$ cat src/rtl/neuron_layer_seq_if.sv
// ----------------------------------------------------------------------------
// neuron_layer_seq_if
// Result stream between the layer sequencer and the next layer's result buffer.
//
// Signals:
//   res_valid  producer -> consumer   result offered
//   res_ready  consumer -> producer   result accepted
//   res_idx    producer -> consumer   neuron index of the offered result
//   res_data   producer -> consumer   offered 8-bit result
//
// Modports:
//   master  sequencer side (drives valid/idx/data)
//   slave   result-buffer side (drives ready)
// ----------------------------------------------------------------------------
interface neuron_layer_seq_if #(
    parameter int ADDR_W = 5
);
    logic              res_valid;
    logic              res_ready;
    logic [ADDR_W-1:0] res_idx;
    logic [7:0]        res_data;

    modport master (
        output res_valid,
        output res_idx,
        output res_data,
        input  res_ready
    );

    modport slave (
        input  res_valid,
        input  res_idx,
        input  res_data,
        output res_ready
    );
endinterface

$ cat src/rtl/neuron_layer_seq.sv
// ----------------------------------------------------------------------------
// neuron_layer_seq
// Time-multiplexes one shared combinational neuron datapath across all neurons
// of a layer. A pass latches the four layer inputs and the weight-ROM base
// address, then for each neuron fetches its 35-bit weight word from a
// synchronous ROM, presents it to the neuron, registers the neuron output and
// offers it on the valid/ready result stream.
//
// Optional feature: define LAYER_ARGMAX_EN to build a per-pass argmax tracker
// on max_idx/max_val. Without it those ports are tied to zero.
//
// Parameters:
//   NUM_NEURONS  neurons per layer pass (1..2^ADDR_W)
//   ADDR_W       weight ROM address width
//
// Ports:
//   clk, rst            clock, synchronous active-high reset
//   start               begin a pass (honoured only when idle)
//   base_addr           ROM address of neuron 0's weight word
//   in1u..in4u          unsigned layer inputs
//   busy                high whenever a pass is in progress
//   w_addr / w_data     ROM read address (registered) / ROM data (1-cycle latency)
//   n_weight, n_in1..4  operands presented to the neuron
//   n_out               neuron result (combinational from n_weight / n_in*)
//   res                 result stream (master side)
//   done                one-cycle end-of-pass pulse
//   max_idx, max_val    argmax of the pass results (LAYER_ARGMAX_EN only)
// ----------------------------------------------------------------------------
//
// state   | meaning
// --------+-----------------------------------------------------------------
// S_IDLE  | waiting for start
// S_FETCH | w_addr = base+idx is at the ROM
// S_LOAD  | w_data valid, captured into n_weight
// S_EVAL  | n_out settles, captured into res_data
// S_EMIT  | result offered, waiting for res_ready
// S_DONE  | done pulse, return to idle
module neuron_layer_seq #(
    parameter int NUM_NEURONS = 8,
    parameter int ADDR_W      = 5
) (
    input  logic              clk,
    input  logic              rst,
    input  logic              start,
    input  logic [ADDR_W-1:0] base_addr,
    input  logic [7:0]        in1u,
    input  logic [7:0]        in2u,
    input  logic [7:0]        in3u,
    input  logic [7:0]        in4u,
    output logic              busy,
    output logic [ADDR_W-1:0] w_addr,
    input  logic [34:0]       w_data,
    output logic [34:0]       n_weight,
    output logic [7:0]        n_in1,
    output logic [7:0]        n_in2,
    output logic [7:0]        n_in3,
    output logic [7:0]        n_in4,
    input  logic [7:0]        n_out,
    neuron_layer_seq_if.master res,
    output logic              done,
    output logic [ADDR_W-1:0] max_idx,
    output logic [7:0]        max_val
);

    typedef enum logic [2:0] {
        S_IDLE,
        S_FETCH,
        S_LOAD,
        S_EVAL,
        S_EMIT,
        S_DONE
    } state_t;

    localparam logic [ADDR_W-1:0] LAST_IDX = ADDR_W'(NUM_NEURONS - 1);

    state_t            state;
    logic [ADDR_W-1:0] idx;
    logic [ADDR_W-1:0] base_q;

    always_ff @(posedge clk) begin
        if (rst) begin
            state        <= S_IDLE;
            idx          <= '0;
            base_q       <= '0;
            busy         <= 1'b0;
            done         <= 1'b0;
            w_addr       <= '0;
            n_weight     <= '0;
            n_in1        <= '0;
            n_in2        <= '0;
            n_in3        <= '0;
            n_in4        <= '0;
            res.res_valid <= 1'b0;
            res.res_idx   <= '0;
            res.res_data  <= '0;
        end else begin
            done <= 1'b0;
            case (state)
                S_IDLE: begin
                    if (start) begin
                        base_q <= base_addr;
                        n_in1  <= in1u;
                        n_in2  <= in2u;
                        n_in3  <= in3u;
                        n_in4  <= in4u;
                        idx    <= '0;
                        w_addr <= base_addr;
                        busy   <= 1'b1;
                        state  <= S_FETCH;
                    end
                end
                S_FETCH: begin
                    state <= S_LOAD;
                end
                S_LOAD: begin
                    n_weight <= w_data;
                    state    <= S_EVAL;
                end
                S_EVAL: begin
                    res.res_data  <= n_out;
                    res.res_idx   <= idx;
                    res.res_valid <= 1'b1;
                    state         <= S_EMIT;
                end
                S_EMIT: begin
                    if (res.res_ready) begin
                        res.res_valid <= 1'b0;
                        if (idx == LAST_IDX) begin
                            // done is registered so it is high during S_DONE
                            done  <= 1'b1;
                            state <= S_DONE;
                        end else begin
                            idx    <= idx + ADDR_W'(1);
                            // address arithmetic wraps modulo 2^ADDR_W
                            w_addr <= base_q + idx + ADDR_W'(1);
                            state  <= S_FETCH;
                        end
                    end
                end
                S_DONE: begin
                    busy  <= 1'b0;
                    state <= S_IDLE;
                end
                default: begin
                    state <= S_IDLE;
                end
            endcase
        end
    end

`ifdef LAYER_ARGMAX_EN
    // Strict greater-than keeps the lowest index on ties.
    always_ff @(posedge clk) begin
        if (rst) begin
            max_idx <= '0;
            max_val <= '0;
        end else if (state == S_IDLE && start) begin
            max_idx <= '0;
            max_val <= '0;
        end else if (state == S_EVAL && n_out > max_val) begin
            max_idx <= idx;
            max_val <= n_out;
        end
    end
`else
    assign max_idx = '0;
    assign max_val = '0;
`endif

endmodule

$ cat src/flat_wrapper.sv
// flat-port wrapper written by rule: the top's interface ports become plain ports
module neuron_layer_seq_flat 
#(
    parameter int NUM_NEURONS = 8,
    parameter int ADDR_W      = 5
)
  (clk, rst, start, base_addr, in1u, in2u, in3u, in4u, busy, w_addr, w_data, n_weight, n_in1, n_in2, n_in3, n_in4, n_out, done, max_idx, max_val, res_res_valid, res_res_idx, res_res_data, res_res_ready);
  neuron_layer_seq_if #(.ADDR_W(ADDR_W)) res_i ();
  input  logic clk;
  input  logic rst;
  input  logic start;
  input  logic [ADDR_W-1:0] base_addr;
  input  logic [7:0] in1u;
  input  logic [7:0] in2u;
  input  logic [7:0] in3u;
  input  logic [7:0] in4u;
  output logic busy;
  output logic [ADDR_W-1:0] w_addr;
  input  logic [34:0] w_data;
  output logic [34:0] n_weight;
  output logic [7:0] n_in1;
  output logic [7:0] n_in2;
  output logic [7:0] n_in3;
  output logic [7:0] n_in4;
  input  logic [7:0] n_out;
  output logic done;
  output logic [ADDR_W-1:0] max_idx;
  output logic [7:0] max_val;
  output wire logic [$bits(res_i.res_valid)-1:0] res_res_valid;
  output wire logic [$bits(res_i.res_idx)-1:0] res_res_idx;
  output wire logic [$bits(res_i.res_data)-1:0] res_res_data;
  input wire logic [$bits(res_i.res_ready)-1:0] res_res_ready;
  assign res_res_valid = res_i.res_valid;
  assign res_res_idx = res_i.res_idx;
  assign res_res_data = res_i.res_data;
  assign res_i.res_ready = res_res_ready;
  neuron_layer_seq #(.NUM_NEURONS(NUM_NEURONS), .ADDR_W(ADDR_W)) u_core (.clk(clk), .rst(rst), .start(start), .base_addr(base_addr), .in1u(in1u), .in2u(in2u), .in3u(in3u), .in4u(in4u), .busy(busy), .w_addr(w_addr), .w_data(w_data), .n_weight(n_weight), .n_in1(n_in1), .n_in2(n_in2), .n_in3(n_in3), .n_in4(n_in4), .n_out(n_out), .res(res_i), .done(done), .max_idx(max_idx), .max_val(max_val));
endmodule
$ cat config.mk
export PLATFORM = sky130hd
export DESIGN_NAME = neuron_layer_seq_flat
export DESIGN_NICKNAME = d
export VERILOG_FILES = /design/src/rtl/neuron_layer_seq_if.sv /design/src/rtl/neuron_layer_seq.sv /design/src/flat_wrapper.sv
export SDC_FILE = /design/constraint.sdc
export NUM_CORES = 1
export LEC_CHECK = 0
export CAP_MARGIN = 20
export CORE_MARGIN = 5
export CORE_UTILIZATION = 30
export CTS_CLUSTER_DIAMETER = 120
export DETAILED_ROUTE_END_ITERATION = 8
export SETUP_SLACK_MARGIN = 0.15
export SLEW_MARGIN = 20
export SYNTH_ARGS = -nofsm -noshare
export SYNTH_HDL_FRONTEND = slang
export SYNTH_SLANG_ARGS = --single-unit
$ cat constraint.sdc
create_clock -name clk -period 1.7 [get_ports clk]
set_input_delay 0.34 -clock clk [delete_from_list [all_inputs] [get_ports clk]]
set_output_delay 0.34 -clock clk [all_outputs]
set_load 0.01 [all_outputs]
run_1/port_trees.png
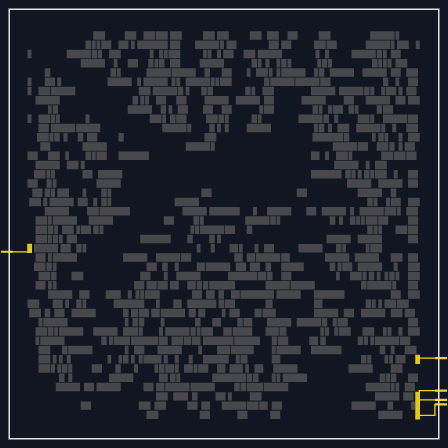
Key: max_idx = yellow [bits 5, direction output, edge 4 right, 1 left, end cells 5, buffers 0, wire 33.5 um]
I/O pins: 185
I/O Buffers: 171

run_1/placed.png
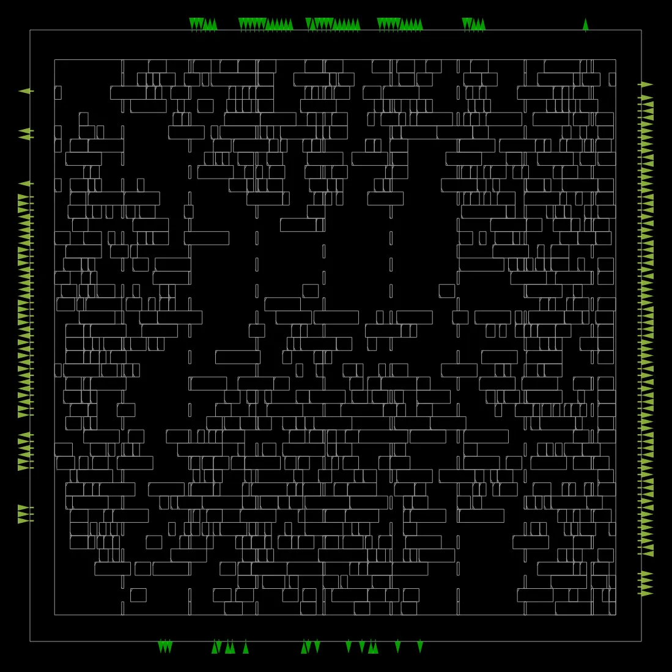
TAP cells: 176
post-route insts no fill: 849
Finished Core Util: 47.5%
number of fill cells: 1317
sequential share of cell area: 32.4%

==> Changelog: implementation, run 1 <==
### Metrics

- Vias in the first global route: 3913
- Avg Cell Area, Syn: 8.16 sq um
- FF-to-FF End: u_core.w_addr[4]$_SDFFE_PP0P_
- Grt ovf: 0
- Ant. Diodes: 0
- Mux frac, synth: 0.498%
- CTS tree: built
- Worst hold slack: 273 ps
- WHS Path Cells: 2
- Worst setup path endpoint: u_core.w_addr[4]$_SDFFE_PP0P_
- Hold Violations, Final: 0
- EDFF count, synth: 0
- Clock power share: 34.0%
- Clk. pwr: 0.00193 W
- CP max stage cell: a2111o_1
- Share of layout cells above drive strength 1: 9.51%
- Crit path kind: reg -> reg
- Total of max-cap violations: 0
- Yosys stat cell total: 493
- CP required: 1930 ps
- Final setup violation count: 0
- All-Layer GR Usage: 14.4%
- Main logic family: simple AND/OR/NAND/NOR gates
- Register clock-pin slew on the reported worst setup and hold paths: 70 ps
- Register area: 2030 sq um
- Area grow syn2layout: 55.6%
- Max Slew Vio Count: 0
- NonClk Buf Share: 30.1%
- Synth top area share: 50.3%
- Most Used Layer, Global Route: met2
- Final Net Count: 758
- XOR Share, Synth: 1.09%
- Simple-Gate Fraction of Synth Area: 23.9%
- Worst Clk Skew: 6.64 ps
- Post-DR wirelength/cell: 14.2 um
- Comb power: 0.00114 W
- Power per Cell Area: 905 nW/um^2
- Sw power: 0.00154 W
- Non-clock buffers: 197
- Netlist Area Pre-Place: 4020 sq um
- Largest Pwr Group: sequential cells
- Fmax: 0.626 GHz
- Cell area leaders: dfxtp_1 50%, nand2_1 17%, a21oi_1 12%
- Crit path time final: 1600 ps
- P_seq: 0.00260 W
- Cts repair resizes: 93
- CTS Root Cell: clkbuf_16
- Synth Warn #: 0
- Worst hold start: rst
- Most frequent cells in the layout: 179 x nand2_1, 97 x dfxtp_1, 95 x a21oi_1, 88 x dlygate4sd2_1, 82 x clkdlybuf4s50_1
- Commonest flop: dfxtp_1
- TNS Setup: 0 ps
- Area-dominant class: sequential cells
- ANT nets after route: 0
- Sequential fraction of the synthesis area: 50.3%
- DIE HEIGHT: 126 um
- Avg Vias per Cell: 4.61
- Fp_density: 30.5%
- Fraction of the cycle the final worst path needs: 94.0%
- FP Rows: 42
- Metal-1 WL: 5.20 mm
- Clock buf count: 11
- Number of logic gates: 355
- Post-Synth AOI/OAI Area: 15.4%
- Levels on crit path: 5
- Clock buffer count from CTS: 9
- Post-CTS setup buffers: 2
- Met3 Wirelength: 1.06 mm
- Flop2flop setup slack: 100 ps
- Routed wl met2: 5.43 mm
- Crit-path max FO: 8
- Status: complete, no violations
- Initial antenna violation count: 0
run_1/m2.png
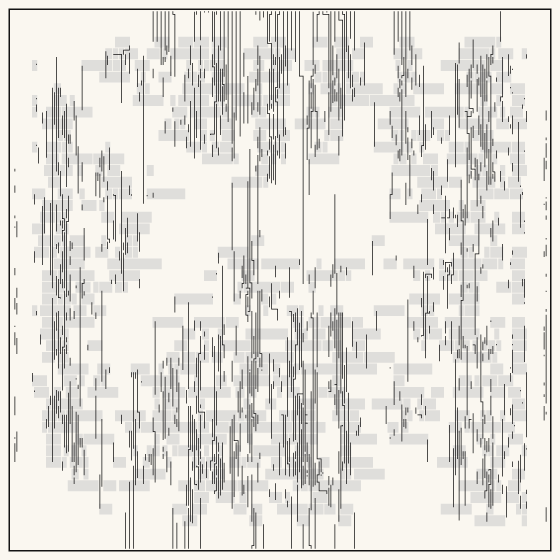
The layer holds 45% of the routed length. The longest straight run is 48.4 um. 630 nets have wire on it. The layer carries 5430 um of wire. The wires run mostly vertical.
final wirelength: 12.0 mm
GR Util met2: 23.6%
vias: 3910

## run 1: cell usage after synthesis (3+ instances only)
| cell | number |
|---|---|
| buf_2 | 15 |
| ha_1 | 5 |
| xnor2_1 | 4 |
| o21ai_0 | 3 |
| a21oi_1 | 97 |
| nand2b_1 | 3 |
| nand3_1 | 4 |
| buf_4 | 16 |
| dfxtp_1 | 101 |
| clkbuf_1 | 13 |
| inv_1 | 4 |
| nand2_1 | 179 |
| nor3_1 | 4 |
| nor2_1 | 10 |
## run 1: registers in the layout, summed over array words and instances (netlist names), 3 cells and up
signal,cells
u_core.n_weight,35
u_core.n_in1,8
u_core.n_in3,8
u_core.n_in4,8
u_core.idx,5
u_core.state,3
u_core.base_q,5
u_core.w_addr,5
u_core.res.res_idx,5
u_core.res.res_data,8
u_core.n_in2,8
run_1/class_map.png
Fill, decap, tap and diode cells in gray.
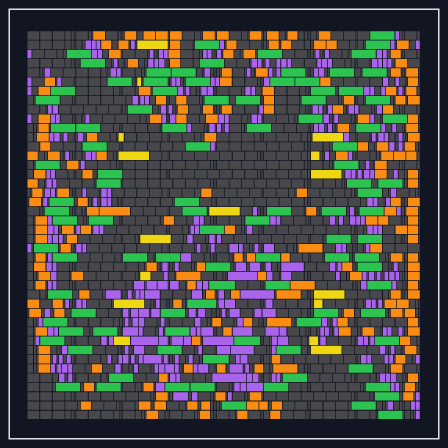

==> run 2, diff against run 1 <==
Settings changed: CELL_PAD_IN_SITES_DETAIL_PLACEMENT set to 1, CELL_PAD_IN_SITES_GLOBAL_PLACEMENT set to 1, CORE_UTILIZATION 30 to 26, MAX_ROUTING_LAYER set to met4, PLACE_DENSITY_LB_ADDON set to 0.1.
run_2/class_map.png
Fill, decap, tap and diode cells in gray.
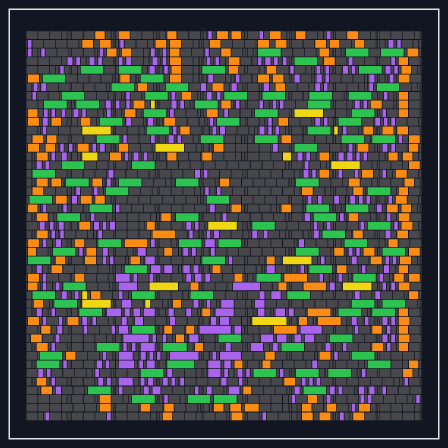
Key: remaining logic cells = purple [cells 359, share of their area 30%]; remaining buffers and delay cells = orange [cells 195, share of their area 31%]; registers = green [cells 101, share of their area 34%]; clock drivers and dummy loads = yellow [cells 16, share of their area 4.9%]

==> Changelog: implementation, run 2 <==
### Metrics

- Status: complete, no violations
- Flop2flop setup slack: 60 ps (-40 ps)
- Clock power share: 35.6% (+1.6 points)
- Share of layout cells above drive strength 1: 8.20% (-1.3 points)
- Post-CTS setup buffers: 1 (-1)
- Avg Vias per Cell: 4.53 (-1.7%)
- Worst hold start: rst
- Routed wl met2: 6.26 mm (+15%)
- Metal-1 WL: 5.71 mm (+9.8%)
- Worst Clk Skew: 8.30 ps (+1.66 ps)
- Cts repair resizes: 92 (-1.1%)
- Post-DR wirelength/cell: 15.3 um (+8.0%)
- Cell area leaders: dfxtp_1 50%, nand2_1 17%, a21oi_1 12%
- Final Net Count: 756 (-0.26%)
- Largest Pwr Group: sequential cells
- Commonest flop: dfxtp_1
- TNS Setup: 0 ps (unchanged)
- Sw power: 0.00155 W (+0.44%)
- Area grow syn2layout: 55.4%
- Post-route insts no fill: 859 (+1.2%)
- Top cells by count: 179 x nand2_1, 101 x dfxtp_1, 97 x a21oi_1
- Initial antenna violation count: 0 (unchanged)
- Yosys stat cell total: 493 (unchanged)
- DIE HEIGHT: 134 um (+6.8%)
- FF-to-FF End: u_core.w_addr[4]$_SDFFE_PP0P_
- Synth top area share: 50.3% (unchanged)
- I/O Buffers: 171 (unchanged)
- CP required: 1920 ps (about the same)
- Levels on crit path: 7 (+2)
- All-Layer GR Usage: 14.9% (+0.52 points)
- Crit path kind: reg -> reg
- Crit path time final: 1640 ps (+44.8 ps)
- Most frequent cells in the layout: 179 x nand2_1, 98 x dfxtp_1, 96 x a21oi_1, 87 x dlygate4sd2_1, 82 x clkdlybuf4s50_1
- Max reg flops: 35 (unchanged)
- Largest Register: u_core.n_weight
- FP Rows: 45 (+7.1%)
- Hold Violations, Final: 0 (unchanged)
- WHS Path Cells: 2 (unchanged)
- Register clock-pin slew on the reported worst setup and hold paths: 70 ps (about the same)
- CTS tree: built
- Avg Cell Area, Syn: 8.16 sq um (unchanged)
- Vias in the first global route: 4091 (+4.5%)
- Worst hold slack: 424 ps (+151 ps)
- Power per Cell Area: 930 nW/um^2 (+2.7%)
- Count leader, synth: nand2_1
- Synth Warn #: 0 (unchanged)
- Max Slew Vio Count: 0 (unchanged)
- I/O pins: 185 (unchanged)
- ANT nets after route: 0 (unchanged)
- Fmax: 0.609 GHz (-2.7%)
- Clock buffer count from CTS: 9 (unchanged)
- Finished Core Util: 41.1% (-6.3 points)
- EDFF count, synth: 0 (unchanged)
run_2/m2.png
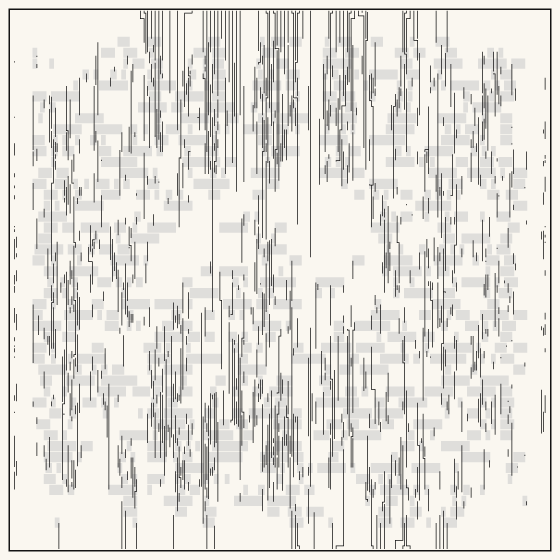
The layer carries 6260 um of wire. 660 nets have wire on it. The wires run mostly vertical.
GR Util met2: 24.1%
final wirelength: 13.1 mm

## run 2: cell counts after synthesis
No cell type changed its count.
## run 2: logic make-up after synthesis
group | count (synthesis) | synth area share, %
AND-OR/OR-AND | 111 | 15.4
XOR/XNOR | 5 | 1.09
adder cells (fa/ha/maj) | 6 | 2.05
buffers and inverters | 49 | 6.72
flip-flops | 101 | 50.3
multiplexers | 2 | 0.498
other | 1 | 0.0932
AND/OR/NAND/NOR | 218 | 23.9
## run 2: area by class of cell
type,instances,area (sq um)
Fill cell,1810,8950
Sequential cell,101,2030
Timing Repair Buffer,195,1870
Multi-Input combinational cell,355,1810
Clock buffer,12,246
Tap cell,188,235
Clock inverter,4,47.5
Inverter,4,15.0
Power figures rest on the tool's default switching activity, not on a simulated workload.
